===== src/rtl/seq_pkg.sv =====
// Shared types and step-word layout helpers for the scenario sequencer.
// Step word, MSB to LSB: {pre_delay[7:0], rd_mask, en_mask, addr, data}.
package seq_pkg;

  typedef enum logic [2:0] {
    S_IDLE,
    S_DELAY,
    S_ISSUE,
    S_WAIT,
    S_DONE
  } state_t;

  localparam int PD_W  = 8;
  localparam int CNT_W = 8;

  localparam int F_DATA = 0;
  localparam int F_ADDR = 1;
  localparam int F_EN   = 2;
  localparam int F_RD   = 3;
  localparam int F_PD   = 4;

  function automatic int field_lsb(input int field, input int num_m, input int dw, input int aw);
    case (field)
      F_DATA:  return 0;
      F_ADDR:  return dw;
      F_EN:    return dw + aw;
      F_RD:    return dw + aw + num_m;
      default: return dw + aw + 2 * num_m;
    endcase
  endfunction

  // A pre-delay of 0 still costs one DELAY cycle, so 0 and 1 load the same count.
  function automatic logic [CNT_W-1:0] delay_load(input logic [PD_W-1:0] pd);
    return (pd == '0) ? '0 : pd - 8'd1;
  endfunction

endpackage


===== src/rtl/seq_step_ram.sv =====
// Step table: one synchronous write port, one asynchronous read port.
// Contents are deliberately not reset.
module seq_step_ram #(
  parameter int DEPTH = 16,
  parameter int SW    = 34
) (
  input  logic                     clk,
  input  logic                     we,
  input  logic [$clog2(DEPTH)-1:0] waddr,
  input  logic [SW-1:0]            wdata,
  input  logic [$clog2(DEPTH)-1:0] raddr,
  output logic [SW-1:0]            rdata
);

  logic [SW-1:0] mem [DEPTH];

  always_ff @(posedge clk) begin
    if (we) mem[waddr] <= wdata;
  end

  assign rdata = mem[raddr];

endmodule


===== src/rtl/scenario_sequencer.sv =====
// Plays back a programmable table of bus steps to NUM_M master ports,
// with per-step pre-delay, bus-quiet wait with timeout, abort and status.
//
// state   | meaning
// IDLE    | waiting for start, table writable
// DELAY   | counting the step's pre-delay, all master outputs 0
// ISSUE   | enables asserted for EN_CYCLES cycles
// WAIT    | enables low, waiting for all m_request low or timeout
// DONE    | playback finished, table writable, waits for start/abort
module scenario_sequencer
  import seq_pkg::*;
#(
  parameter int NUM_M     = 2,
  parameter int DW        = 8,
  parameter int AW        = 14,
  parameter int DEPTH     = 16,
  parameter int EN_CYCLES = 3,
  parameter int TIMEOUT   = 255,
  parameter int SW        = DW + AW + 2 * NUM_M + 8
) (
  input  logic                     clk,
  input  logic                     reset,
  input  logic                     start,
  input  logic                     abort,
  input  logic                     cfg_we,
  input  logic [$clog2(DEPTH)-1:0] cfg_addr,
  input  logic [SW-1:0]            cfg_wdata,
  input  logic [$clog2(DEPTH):0]   num_steps,
  input  logic [NUM_M-1:0]         m_request,
  output logic [NUM_M-1:0]         m_enable,
  output logic [NUM_M-1:0]         m_read_en,
  output logic [NUM_M*DW-1:0]      data_in,
  output logic [NUM_M*AW-1:0]      addr_in,
  output logic                     busy,
  output logic                     done,
  output logic                     timeout_err,
  output logic [$clog2(DEPTH)-1:0] step_idx
);

  localparam int IW = $clog2(DEPTH);
  localparam int NW = IW + 1;

  localparam int DATA_LSB = field_lsb(F_DATA, NUM_M, DW, AW);
  localparam int ADDR_LSB = field_lsb(F_ADDR, NUM_M, DW, AW);
  localparam int EN_LSB   = field_lsb(F_EN,   NUM_M, DW, AW);
  localparam int RD_LSB   = field_lsb(F_RD,   NUM_M, DW, AW);
  localparam int PD_LSB   = field_lsb(F_PD,   NUM_M, DW, AW);

  localparam logic [CNT_W-1:0] EN_LOAD  = CNT_W'(EN_CYCLES - 1);
  localparam logic [CNT_W-1:0] TMO_LOAD = CNT_W'(TIMEOUT - 1);

  state_t            state, state_next;
  logic [CNT_W-1:0]  cnt, cnt_next;
  logic [IW-1:0]     step_idx_next;
  logic [NW-1:0]     steps_q, steps_req;
  logic              tmo_set;
  logic              idle_like, start_ok, wait_exit, is_last, wr_en;

  logic [SW-1:0]     rd_word;
  logic [DW-1:0]     f_data;
  logic [AW-1:0]     f_addr;
  logic [NUM_M-1:0]  f_en, f_rd;
  logic [PD_W-1:0]   f_pd;

  logic [NUM_M-1:0]    issue_en, issue_rd;
  logic [NUM_M*AW-1:0] issue_addr;
  logic [NUM_M*DW-1:0] issue_data;

  assign idle_like = (state == S_IDLE) || (state == S_DONE);
  assign start_ok  = idle_like && start && !abort;
  assign wr_en     = idle_like && cfg_we;
  assign wait_exit = (state == S_WAIT) && ((m_request == '0) || (cnt == '0));
  assign is_last   = (NW'(step_idx) + NW'(1)) == steps_q;
  assign steps_req = (num_steps > NW'(DEPTH)) ? NW'(DEPTH) : num_steps;

  // Read port follows the next index so the pre-delay of the upcoming step
  // can be loaded on the same edge that moves into DELAY.
  seq_step_ram #(.DEPTH(DEPTH), .SW(SW)) u_ram (
    .clk   (clk),
    .we    (wr_en),
    .waddr (cfg_addr),
    .wdata (cfg_wdata),
    .raddr (step_idx_next),
    .rdata (rd_word)
  );

  assign f_data = rd_word[DATA_LSB +: DW];
  assign f_addr = rd_word[ADDR_LSB +: AW];
  assign f_en   = rd_word[EN_LSB +: NUM_M];
  assign f_rd   = rd_word[RD_LSB +: NUM_M];
  assign f_pd   = rd_word[PD_LSB +: PD_W];

  always_comb begin
    step_idx_next = step_idx;
    if (abort)                     step_idx_next = '0;
    else if (start_ok)             step_idx_next = '0;
    else if (wait_exit && !is_last) step_idx_next = step_idx + IW'(1);
  end

  always_comb begin
    state_next = state;
    cnt_next   = cnt;
    tmo_set    = 1'b0;
    case (state)
      S_IDLE, S_DONE: begin
        if (start_ok) begin
          if (steps_req == '0) begin
            state_next = S_DONE;
          end else begin
            state_next = S_DELAY;
            cnt_next   = delay_load(f_pd);
          end
        end
      end
      S_DELAY: begin
        if (cnt == '0) begin
          state_next = S_ISSUE;
          cnt_next   = EN_LOAD;
        end else begin
          cnt_next = cnt - CNT_W'(1);
        end
      end
      S_ISSUE: begin
        if (cnt == '0) begin
          state_next = S_WAIT;
          cnt_next   = TMO_LOAD;
        end else begin
          cnt_next = cnt - CNT_W'(1);
        end
      end
      S_WAIT: begin
        if (wait_exit) begin
          tmo_set = (m_request != '0);
          if (is_last) begin
            state_next = S_DONE;
            cnt_next   = '0;
          end else begin
            state_next = S_DELAY;
            cnt_next   = delay_load(f_pd);
          end
        end else begin
          cnt_next = cnt - CNT_W'(1);
        end
      end
      default: begin
        state_next = S_IDLE;
        cnt_next   = '0;
      end
    endcase
    if (abort) begin
      state_next = S_IDLE;
      cnt_next   = '0;
      tmo_set    = 1'b0;
    end
  end

  // Unmasked masters stay 0; read steps carry no data.
  always_comb begin
    issue_en   = '0;
    issue_rd   = '0;
    issue_addr = '0;
    issue_data = '0;
    for (int i = 0; i < NUM_M; i++) begin
      if (f_en[i]) begin
        issue_en[i]             = 1'b1;
        issue_rd[i]             = f_rd[i];
        issue_addr[i*AW +: AW]  = f_addr + AW'(i);
        if (!f_rd[i]) issue_data[i*DW +: DW] = f_data + DW'(i);
      end
    end
  end

  always_ff @(posedge clk or negedge reset) begin
    if (!reset) begin
      state       <= S_IDLE;
      cnt         <= '0;
      step_idx    <= '0;
      steps_q     <= '0;
      timeout_err <= 1'b0;
    end else begin
      state    <= state_next;
      cnt      <= cnt_next;
      step_idx <= step_idx_next;
      if (start_ok) steps_q <= steps_req;
      if (start_ok)     timeout_err <= 1'b0;
      else if (tmo_set) timeout_err <= 1'b1;
    end
  end

  // Outputs are registered from the next state so they line up with it.
  always_ff @(posedge clk or negedge reset) begin
    if (!reset) begin
      m_enable  <= '0;
      m_read_en <= '0;
      addr_in   <= '0;
      data_in   <= '0;
      busy      <= 1'b0;
      done      <= 1'b0;
    end else begin
      busy <= (state_next == S_DELAY) || (state_next == S_ISSUE) || (state_next == S_WAIT);
      done <= (state_next == S_DONE);
      case (state_next)
        S_ISSUE: begin
          m_enable  <= issue_en;
          m_read_en <= issue_rd;
          addr_in   <= issue_addr;
          data_in   <= issue_data;
        end
        S_WAIT: begin
          m_enable <= '0;
        end
        default: begin
          m_enable  <= '0;
          m_read_en <= '0;
          addr_in   <= '0;
          data_in   <= '0;
        end
      endcase
    end
  end

endmodule


===== config.mk =====
export PLATFORM = sky130hd
export DESIGN_NAME = scenario_sequencer
export DESIGN_NICKNAME = d
export VERILOG_FILES = /design/src/rtl/seq_pkg.sv /design/src/rtl/seq_step_ram.sv /design/src/rtl/scenario_sequencer.sv
export SDC_FILE = /design/constraint.sdc
export NUM_CORES = 1
export LEC_CHECK = 0
export CORE_MARGIN = 5
export CORE_UTILIZATION = 55
export CTS_BUF_LIST = sky130_fd_sc_hd__clkbuf_16
export DETAILED_ROUTE_END_ITERATION = 8
export PLACE_DENSITY = 0.78
export RECOVER_POWER = 50
export SYNTH_ARGS = -nofsm -noshare
export SYNTH_HDL_FRONTEND = slang
export SYNTH_SLANG_ARGS = --single-unit
export TNS_END_PERCENT = 30

===== constraint.sdc =====
create_clock -name clk -period 5.2 [get_ports clk]
set_input_delay 0.78 -clock clk [delete_from_list [all_inputs] [get_ports clk]]
set_output_delay 0.78 -clock clk [all_outputs]
set_load 0.05 [all_outputs]

Figure 1. Cell classes on the final placement.
Fill, decap, tap and diode cells in gray.
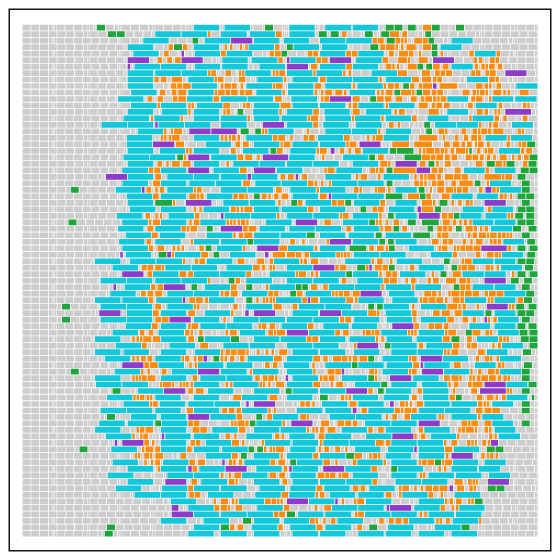
[clock drivers and dummy loads] purple | cells: 105
[sequential cells] cyan | cells: 615
[combinational and other logic] orange | cells: 1160
[remaining buffers and delay cells] green | cells: 194
core footprint: 46500 um^2
Core Rows: 79
flop share of the area: 61.2%
Core Util, Final: 63.7%

==> impl_metrics.ini <==
; flow metrics
[finish]
largest_reg_flops = 544
fillers = 3256
fin_nets = 2084
largestRegisters = u_ram.mem (544), addr_in (28), data_in (16)
layout-drive-gt1-share_pct = 10.3
top_register = u_ram.mem
ff_latch_area_um2 = 18100
mi_logic_area_um2 = 7000
instances_no_fill = 2686
stdcell_area_um2 = 29600
areaGrowthSynthToFinish_pct = 14.9

[hold_path]
hp-class = reg -> reg
hp-start = addr_in[19]$_DFFE_PN0N_
hold_path_depth = 2
worstHoldEndpoint = addr_in[19]$_DFFE_PN0N_

[floorplanning]
chipArea_um2 = 51200
io_pins = 105
fp_util_pct = 55.4

[worst_setup_path]
cp.depth = 17
path_buffers = 5
path_common_cell = buf_4
crit_fanout = 15
crit_family = simple AND/OR/NAND/NOR gates
ff2ff_setup_slack_ns = 0.28
critPathArrivalTime_ns = 5.45
reg2reg_to = addr_in[21]$_DFFE_PN0N_
critPathSlowestCell = nor4_1
slowest_delay_ns = 0.97
crit_start = cnt[0]$_DFFE_PN0P_
criticalPathCategory = reg -> reg
critPathCaptureType = flop
crit_end = addr_in[21]$_DFFE_PN0N_
reg2reg_depth = 17
critPathRequiredTime_ns = 5.74
critPathLaunchType = flop
crit_chain = inv_1, ha_1, or4b_1, o22a_1, nor2_1, and3_1, mux2i_2, inv_2, buf_4, nand2_1, buf_4, a311oi_1, nor4_1, nor4_1, buf_4, a211o_1, nand3_1
rr_startpoint = cnt[0]$_DFFE_PN0P_

[synth]
synth-seq-area-share_pct = 70.4
synth_cell_type_count = 71
ys_sh_adder_pct = 0.292
synth_area_per_cell_um2 = 13.4
synth.most_common_cell = edfxtp_1
ys_cells = 1914
top_cells_by_count = 544 x edfxtp_1, 374 x nand2_1, 117 x and3_1
yosys_warnings = 0
syn_area_um2 = 25700
synth_cells = 1914
ys_sh_xor_pct = 0.544
yosys_area_um2 = 25700
area_leaders = edfxtp_1 63%, dfrtp_1 6.9%, nand2_1 5.5%
ys_seq_elements = 615
synth_top_flop_cell = edfxtp_1
muxShareOfSynthArea_pct = 1.37
ys_sh_aoi_pct = 12.4
async_reset_ff_share_pct = 11.5
top_area_share_pct = 63.5
ys_top_logic_family = AND-OR/OR-AND gates
yosysTopAreaCell = edfxtp_1
synthSimpleGateAreaFrac_pct = 12.0
edf_count = 544
synthesis.nets = 1970

[run_status]
violations = max-capacitance violations, max-slew violations
status = finished with violations

[placed_design]
placedInstanceArea_um2 = 27700
place_congestion = 0.854
hpwl_mm = 39.6
place_ws_ns = 0.316
dp.cells = 2576

[power]
p_total_mw = 9.97
p_per_area_nw_per_um2 = 337
p_leak_nw = 10.6
ir_worst_vdd_mv = 0.274

[clocking]
hold_buffers = 0
tritoncts = done
cts-resized-gates = 0
cts.sinks = 615
clockBufferDepth = 3
cts-buffers-inserted = 57
cts_setup_buffers = 0
insertion_delay_ns = 0.61
htree_levels = 2
path_clk_slew_ns = 0.06
root_buffer = clkbuf_16

[routing]
via_count = 17658
drt_iter0_drc = 2516
drc = 0
wl_per_cell_um = 25.3
drt-total-wl_mm = 67.9
drtPass1Iterations = 5
ant_nets = 0
via_per_inst = 6.57

[sta]
tightest_slew_ns = 3.74
finalCritPeriodShare_pct = 94.6
final.setup.worst_slack_ns = 0.283
slew_headroom_pct = -149
drv_slew = 85
fmax_mhz = 203
skew_ns = 0.0141
hold_viol = 0
setup_viol = 0
fin_setup_tns_ns = 0
fin_hold_ws_ns = 0.483
layout_min_cycle_time_ns = 4.92
rsz0062_at_grt = no

[global_route]
antenna_found_initial = 7
grt_max_degree = 116
grt_pass1_vias = 17073
overflow = 0
track_usage_pct = 26.2
grt_pass1_wl_mm = 103

[flow_run]
drv_cap = 2
tool_warnings = 30
Figure 2. Pin placement.
Pins as bars across the die edge, other pins in gray.
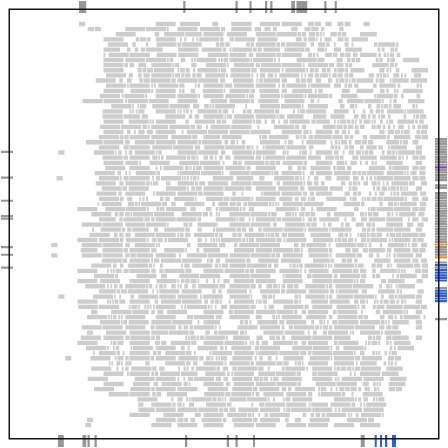
[data_in] blue | pins: 16 | direction: output | edge: 11 right, 5 bottom
[m_enable] orange | pins: 2 | direction: output | edge: right
[abort] purple | pins: 1 | direction: input | edge: right
DIE WIDTH: 226 um
die y size: 226 um
Port Buffers: 104

placed cells by master, fill, tap and decap left out, drive strengths merged, types with 5 or more instances in the layout:
cell type,n
ha,6
a211oi,113
nor2,49
clkbuf,60
a211o,18
diode,5
and2,5
dfrtp,71
o32ai,13
o21ai,56
a21oi,15
o211ai,10
o221ai,7
clkinv,26
nor3,23
o22ai,57
or3,5
nand4,8
dlygate4sd3,35
bufinv,6
xor2,10
a31oi,9
nand3,23
a311oi,76
nand2,376
nor4,16
mux2i,31
a22oi,6
xnor2,6
edfxtp,544
o31ai,5
inv,31
and3,117
nand2b,13
buf,89
or4,7
a311o,12
clkdlybuf4s50,68
worst reg2reg max path: stages, from the launching register on:
cell,delay (ns)
dfrtp_1,0.40
inv_1,0.07
ha_1,0.19
or4b_1,0.64
o22a_1,0.33
nor2_1,0.17
and3_1,0.21
mux2i_2,0.38
inv_2,0.11
buf_4,0.22
nand2_1,0.11
buf_4,0.24
a311oi_1,0.08
nor4_1,0.97
nor4_1,0.13
buf_4,0.23
a211o_1,0.27
nand3_1,0.10
layout make-up:
| class | count | area share [%] |
|---|---|---|
| clock buffer | 58 | 4.91 |
| clock inverter | 47 | 1.27 |
| multi-input combinational | 1143 | 23.7 |
| sequential | 615 | 61.2 |
| timing repair buffer | 194 | 6.07 |
| tap | 607 | 2.57 |
| inverter | 17 | 0.216 |
| antenna | 5 | 0.0423 |
power breakdown:
group          internal, mW  leakage, nW  total (mW)  switching, mW
combinational         0.112         3.80       0.401          0.288
clock                  2.31        0.954        4.08           1.77
sequential             5.46         5.89        5.49         0.0335
routing by layer:
metal / up-vias / part of all wire [%] / GRT usage [%]
met5: - / 0.013 / 0
met4: 2 / 2.7 / 8.29
met3: 151 / 11 / 5.55
met2: 1111 / 49 / 42.9
met1: 8743 / 38 / 35.7
li1: 7651 / - / -
Power and IR drop assume default switching activity.
